===== config.mk =====
export PLATFORM = sky130hd
export DESIGN_NAME = bucket_writer_flat
export DESIGN_NICKNAME = d
export VERILOG_FILES = /design/src/rtl/bucket_writer_if.sv /design/src/rtl/bucket_writer.sv /design/src/flat_wrapper.sv
export SDC_FILE = /design/constraint.sdc
export NUM_CORES = 1
export LEC_CHECK = 0
export CAP_MARGIN = 15
export CORE_AREA = 2 2 111 113
export DETAILED_ROUTE_END_ITERATION = 6
export DIE_AREA = 0 0 113 115
export PLACE_DENSITY_LB_ADDON = 0.15
export REMOVE_ABC_BUFFERS = 1
export SKIP_CTS_REPAIR_TIMING = 1
export SKIP_LAST_GASP = 1
export SYNTH_ARGS = -nofsm -noshare
export SYNTH_HDL_FRONTEND = slang
export SYNTH_SLANG_ARGS = --single-unit

===== constraint.sdc =====
create_clock -name clk -period 3.5 [get_ports clk]
set_clock_uncertainty 0.2 [all_clocks]
set_input_delay 0.7 -clock clk [delete_from_list [all_inputs] [get_ports clk]]
set_output_delay 0.7 -clock clk [all_outputs]
set_load 0.03 [all_outputs]

===== src/rtl/bucket_writer_if.sv =====
// bucket_writer_if: update-request handshake into bucket_writer.
//   in_valid/in_ready : valid/ready handshake
//   in_op             : 00 INC, 01 SET, 10 CLR, 11 CLR_ALL
//   in_index          : bucket select, bit k selects bucket k
//   in_value          : operand for INC and SET
interface bucket_writer_if #(
  parameter int NUM_BUCKETS = 12,
  parameter int BUCKET_SZ   = 4
);
  logic                   in_valid;
  logic                   in_ready;
  logic [1:0]             in_op;
  logic [NUM_BUCKETS-1:0] in_index;
  logic [BUCKET_SZ-1:0]   in_value;
  modport master (output in_valid, in_op, in_index, in_value, input in_ready);
  modport slave  (input in_valid, in_op, in_index, in_value, output in_ready);
endinterface


===== src/rtl/bucket_writer.sv =====
// bucket_writer: owns a packed word of small counters, applies update requests and ages it.
//   clk, reset_n : clock, asynchronous active-low reset
//   req          : update request handshake (bucket_writer_if.slave)
//   age          : single-cycle aging pulse
//   data_out     : packed bucket word, top bucket in the MSBs, zero padding below
//   data_valid   : pulse when data_out changes
//   sat_event    : pulse when an INC saturated
//   err_index    : pulse when an INC/SET index was not one-hot
//   expired      : pulse when aging shifted out a nonzero bucket 0
//   age_drop     : pulse when an age pulse was lost to a full pending counter
module bucket_writer #(
  parameter int DATA_WIDTH  = 72,
  parameter int NUM_BUCKETS = 12,
  parameter int BUCKET_SZ   = 4,
  parameter int AGE_CNT_W   = 4
) (
  input  logic                  clk,
  input  logic                  reset_n,
  bucket_writer_if.slave        req,
  input  logic                  age,
  output logic [DATA_WIDTH-1:0] data_out,
  output logic                  data_valid,
  output logic                  sat_event,
  output logic                  err_index,
  output logic                  expired,
  output logic                  age_drop
);
  localparam int BW  = NUM_BUCKETS * BUCKET_SZ;
  localparam int PAD = DATA_WIDTH - BW;
  localparam logic [1:0] OP_INC = 2'b00, OP_SET = 2'b01, OP_CLR_ALL = 2'b11;
  typedef enum logic [1:0] {IDLE, EXEC, AGE} state_t;
  state_t                 state_q, state_d;
  logic [BW-1:0]          data_q, data_d, wr_data;
  logic [AGE_CNT_W-1:0]   age_cnt_q, age_cnt_d;
  logic [1:0]             op_q, op_d;
  logic [NUM_BUCKETS-1:0] index_q, index_d;
  logic [BUCKET_SZ-1:0]   value_q, value_d, sel_val, upd_val;
  logic [BUCKET_SZ:0]     sum;
  logic                   dv_q, dv_d, sat_q, sat_d, err_q, err_d, exp_q, exp_d, drop_q, drop_d;
  logic                   legal, one_hot, dec, accept;
  assign req.in_ready = (state_q == IDLE) && (age_cnt_q == '0) && !age;
  assign accept       = req.in_valid && req.in_ready;
  assign data_out     = DATA_WIDTH'(data_q) << PAD;
  assign data_valid   = dv_q;
  assign sat_event    = sat_q;
  assign err_index    = err_q;
  assign expired      = exp_q;
  assign age_drop     = drop_q;
  assign one_hot      = (index_q != '0) && ((index_q & (index_q - 1'b1)) == '0);
  assign legal        = op_q[1] || one_hot;
  // A pending age is consumed by every AGE cycle; a simultaneous new pulse cancels it out.
  assign dec          = (state_q == AGE);
  assign age_cnt_d    = (age && !dec) ? ((age_cnt_q == '1) ? age_cnt_q : age_cnt_q + 1'b1) :
                        (dec && !age) ? age_cnt_q - 1'b1 : age_cnt_q;
  assign drop_d       = age && !dec && (age_cnt_q == '1);
  assign op_d         = accept ? req.in_op : op_q;
  assign index_d      = accept ? req.in_index : index_q;
  assign value_d      = accept ? req.in_value : value_q;
  // Merged update for INC/SET/CLR; the INC sum is only meaningful when the index is one-hot.
  always_comb begin
    sel_val = '0;
    wr_data = data_q;
    for (int k = 0; k < NUM_BUCKETS; k++)
      sel_val = sel_val | ({BUCKET_SZ{index_q[k]}} & data_q[k*BUCKET_SZ +: BUCKET_SZ]);
    sum     = {1'b0, sel_val} + {1'b0, value_q};
    upd_val = (op_q == OP_INC) ? (sum[BUCKET_SZ] ? '1 : sum[BUCKET_SZ-1:0]) :
              (op_q == OP_SET) ? value_q : '0;
    for (int k = 0; k < NUM_BUCKETS; k++)
      if (index_q[k]) wr_data[k*BUCKET_SZ +: BUCKET_SZ] = upd_val;
  end
  always_comb begin
    state_d = state_q;
    data_d  = data_q;
    dv_d    = 1'b0;
    sat_d   = 1'b0;
    err_d   = 1'b0;
    exp_d   = 1'b0;
    case (state_q)
      IDLE: state_d = (age_cnt_q != '0 || age) ? AGE : accept ? EXEC : IDLE;
      EXEC: begin
        data_d  = (op_q == OP_CLR_ALL) ? '0 : legal ? wr_data : data_q;
        dv_d    = legal;
        err_d   = !legal;
        sat_d   = legal && (op_q == OP_INC) && sum[BUCKET_SZ];
        state_d = (age_cnt_q != '0 || age) ? AGE : IDLE;
      end
      AGE: begin
        data_d  = data_q >> BUCKET_SZ;
        dv_d    = 1'b1;
        exp_d   = data_q[BUCKET_SZ-1:0] != '0;
        state_d = (age_cnt_d != '0) ? AGE : IDLE;
      end
      default: state_d = IDLE;
    endcase
  end
  always_ff @(posedge clk or negedge reset_n)
    if (!reset_n) begin
      state_q   <= IDLE;
      data_q    <= '0;
      age_cnt_q <= '0;
      op_q      <= '0;
      index_q   <= '0;
      value_q   <= '0;
      dv_q      <= 1'b0;
      sat_q     <= 1'b0;
      err_q     <= 1'b0;
      exp_q     <= 1'b0;
      drop_q    <= 1'b0;
    end else begin
      state_q   <= state_d;
      data_q    <= data_d;
      age_cnt_q <= age_cnt_d;
      op_q      <= op_d;
      index_q   <= index_d;
      value_q   <= value_d;
      dv_q      <= dv_d;
      sat_q     <= sat_d;
      err_q     <= err_d;
      exp_q     <= exp_d;
      drop_q    <= drop_d;
    end
endmodule


===== src/flat_wrapper.sv =====
// flat-port wrapper written by rule: the top's interface ports become plain ports
module bucket_writer_flat 
#(
  parameter int DATA_WIDTH  = 72,
  parameter int NUM_BUCKETS = 12,
  parameter int BUCKET_SZ   = 4,
  parameter int AGE_CNT_W   = 4
)
  (clk, reset_n, age, data_out, data_valid, sat_event, err_index, expired, age_drop, req_in_valid, req_in_op, req_in_index, req_in_value, req_in_ready);
  bucket_writer_if #(.NUM_BUCKETS(NUM_BUCKETS), .BUCKET_SZ(BUCKET_SZ)) req_i ();
  input  logic clk;
  input  logic reset_n;
  input  logic age;
  output logic [DATA_WIDTH-1:0] data_out;
  output logic data_valid;
  output logic sat_event;
  output logic err_index;
  output logic expired;
  output logic age_drop;
  input wire logic [$bits(req_i.in_valid)-1:0] req_in_valid;
  input wire logic [$bits(req_i.in_op)-1:0] req_in_op;
  input wire logic [$bits(req_i.in_index)-1:0] req_in_index;
  input wire logic [$bits(req_i.in_value)-1:0] req_in_value;
  output wire logic [$bits(req_i.in_ready)-1:0] req_in_ready;
  assign req_i.in_valid = req_in_valid;
  assign req_i.in_op = req_in_op;
  assign req_i.in_index = req_in_index;
  assign req_i.in_value = req_in_value;
  assign req_in_ready = req_i.in_ready;
  bucket_writer #(.DATA_WIDTH(DATA_WIDTH), .NUM_BUCKETS(NUM_BUCKETS), .BUCKET_SZ(BUCKET_SZ), .AGE_CNT_W(AGE_CNT_W)) u_core (.clk(clk), .reset_n(reset_n), .req(req_i), .age(age), .data_out(data_out), .data_valid(data_valid), .sat_event(sat_event), .err_index(err_index), .expired(expired), .age_drop(age_drop));
endmodule

### M1 wires

Drawn at 3 px/micron. Cells faint in the background.
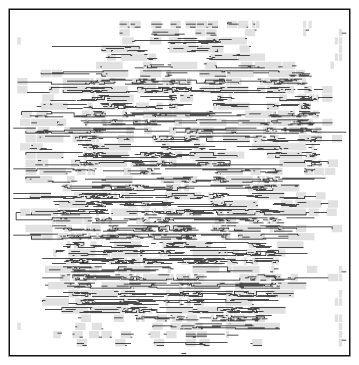
The longest straight run is 36.8 microns. The layer holds 44% of the routed length. The layer carries 6400 microns of wire.

### Signal wires on met2

Drawn at 4 px/micron.
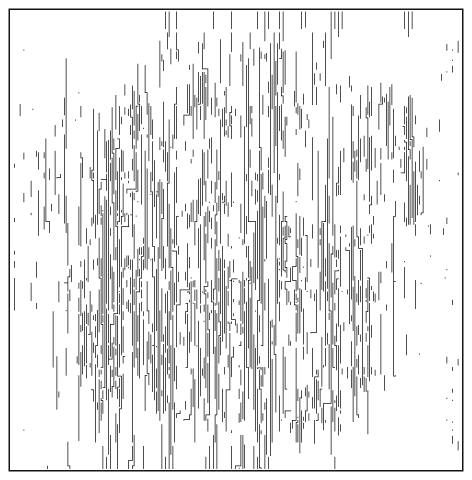
The wires run mostly vertical. 504 nets have wire on it. The layer carries 6680 microns of wire.

### M3 wires

Drawn at 2 px/micron. Cells faint in the background.
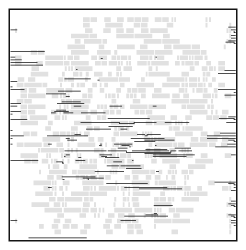
The layer carries 959 microns of wire. The wires run mostly horizontal.

### The metal 4 layer

Drawn at 2 px/micron. Cells faint in the background.
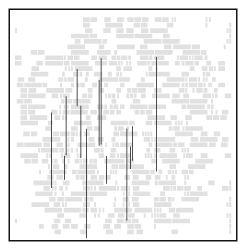
The layer holds 2.8% of the routed length. The wires run mostly vertical. 10 nets have wire on it.

==> out/results.txt <==
Status: complete, but fails checks
Failing checks: DRC
HPWL Detailed: 10310 microns
GRT Overall Usage: 0.2265
First-pass GRT wire length: 22570 microns
Chip area: 13000 sq um
Yosys Chip Area: 4589 sq um
R2R Path Start: u_core.index_q[2]
Final period util: 0.9657
VDD IR max: 0.4886 mV
Post-Route M1 WL: 6396 microns
Antenna violations before repair: 0
Total gr overflow: 0
Inverters: 7
Core region area: 11810 sq um
GRT busiest layer: met2
Comb_multi_in: 356
Sequential share of cell area: 0.3334
Top class by area: multi-input combinational cells
Async S/R FF share, synth: 1.000
R2r worst-path depth: 12
R2R setup slack: 0.16 ns
Area leader share: 0.4198
Fin util: 0.4893
Switch share: 0.4698
Post-route ant nets: 0
# port buffers: 75
Crit-path max FO: 5
Remaining routing DRC violations: 7
# Cells Yosys: 485
Worst min path class: input pin to asynchronous set/reset pin
Biggest registers after layout: u_core.data_q x48, u_core.index_q x12
Most frequent cells in the layout: nand2_1, dfrtp_1, clkdlybuf4s50_1, o32a_1, buf_4
Tmin final: 3.380 ns
# clk buffers: 10
Row count: 40
Area delta synth->final: 25.93%
Max power group: combinational cells
NonClk Buf Share: 0.1671
Area fraction in mux cells: 0.04880
Reg power frac: 0.264
Final #Nets: 589
PnR Total Power: 6.951 mW
Post-synth seq share: 0.4198
Met3 Usage GRT: 0.03268
Largest area contributor in the synthesized netlist: dfrtp_1
Xor+xnor area frac: 0.007634
Cell family with most CP delay: buffers and inverters
Register area: 1927 sq um
Setup TNS Final: 0 ns
Power figures rest on the tool's default switching activity, not on a simulated workload.
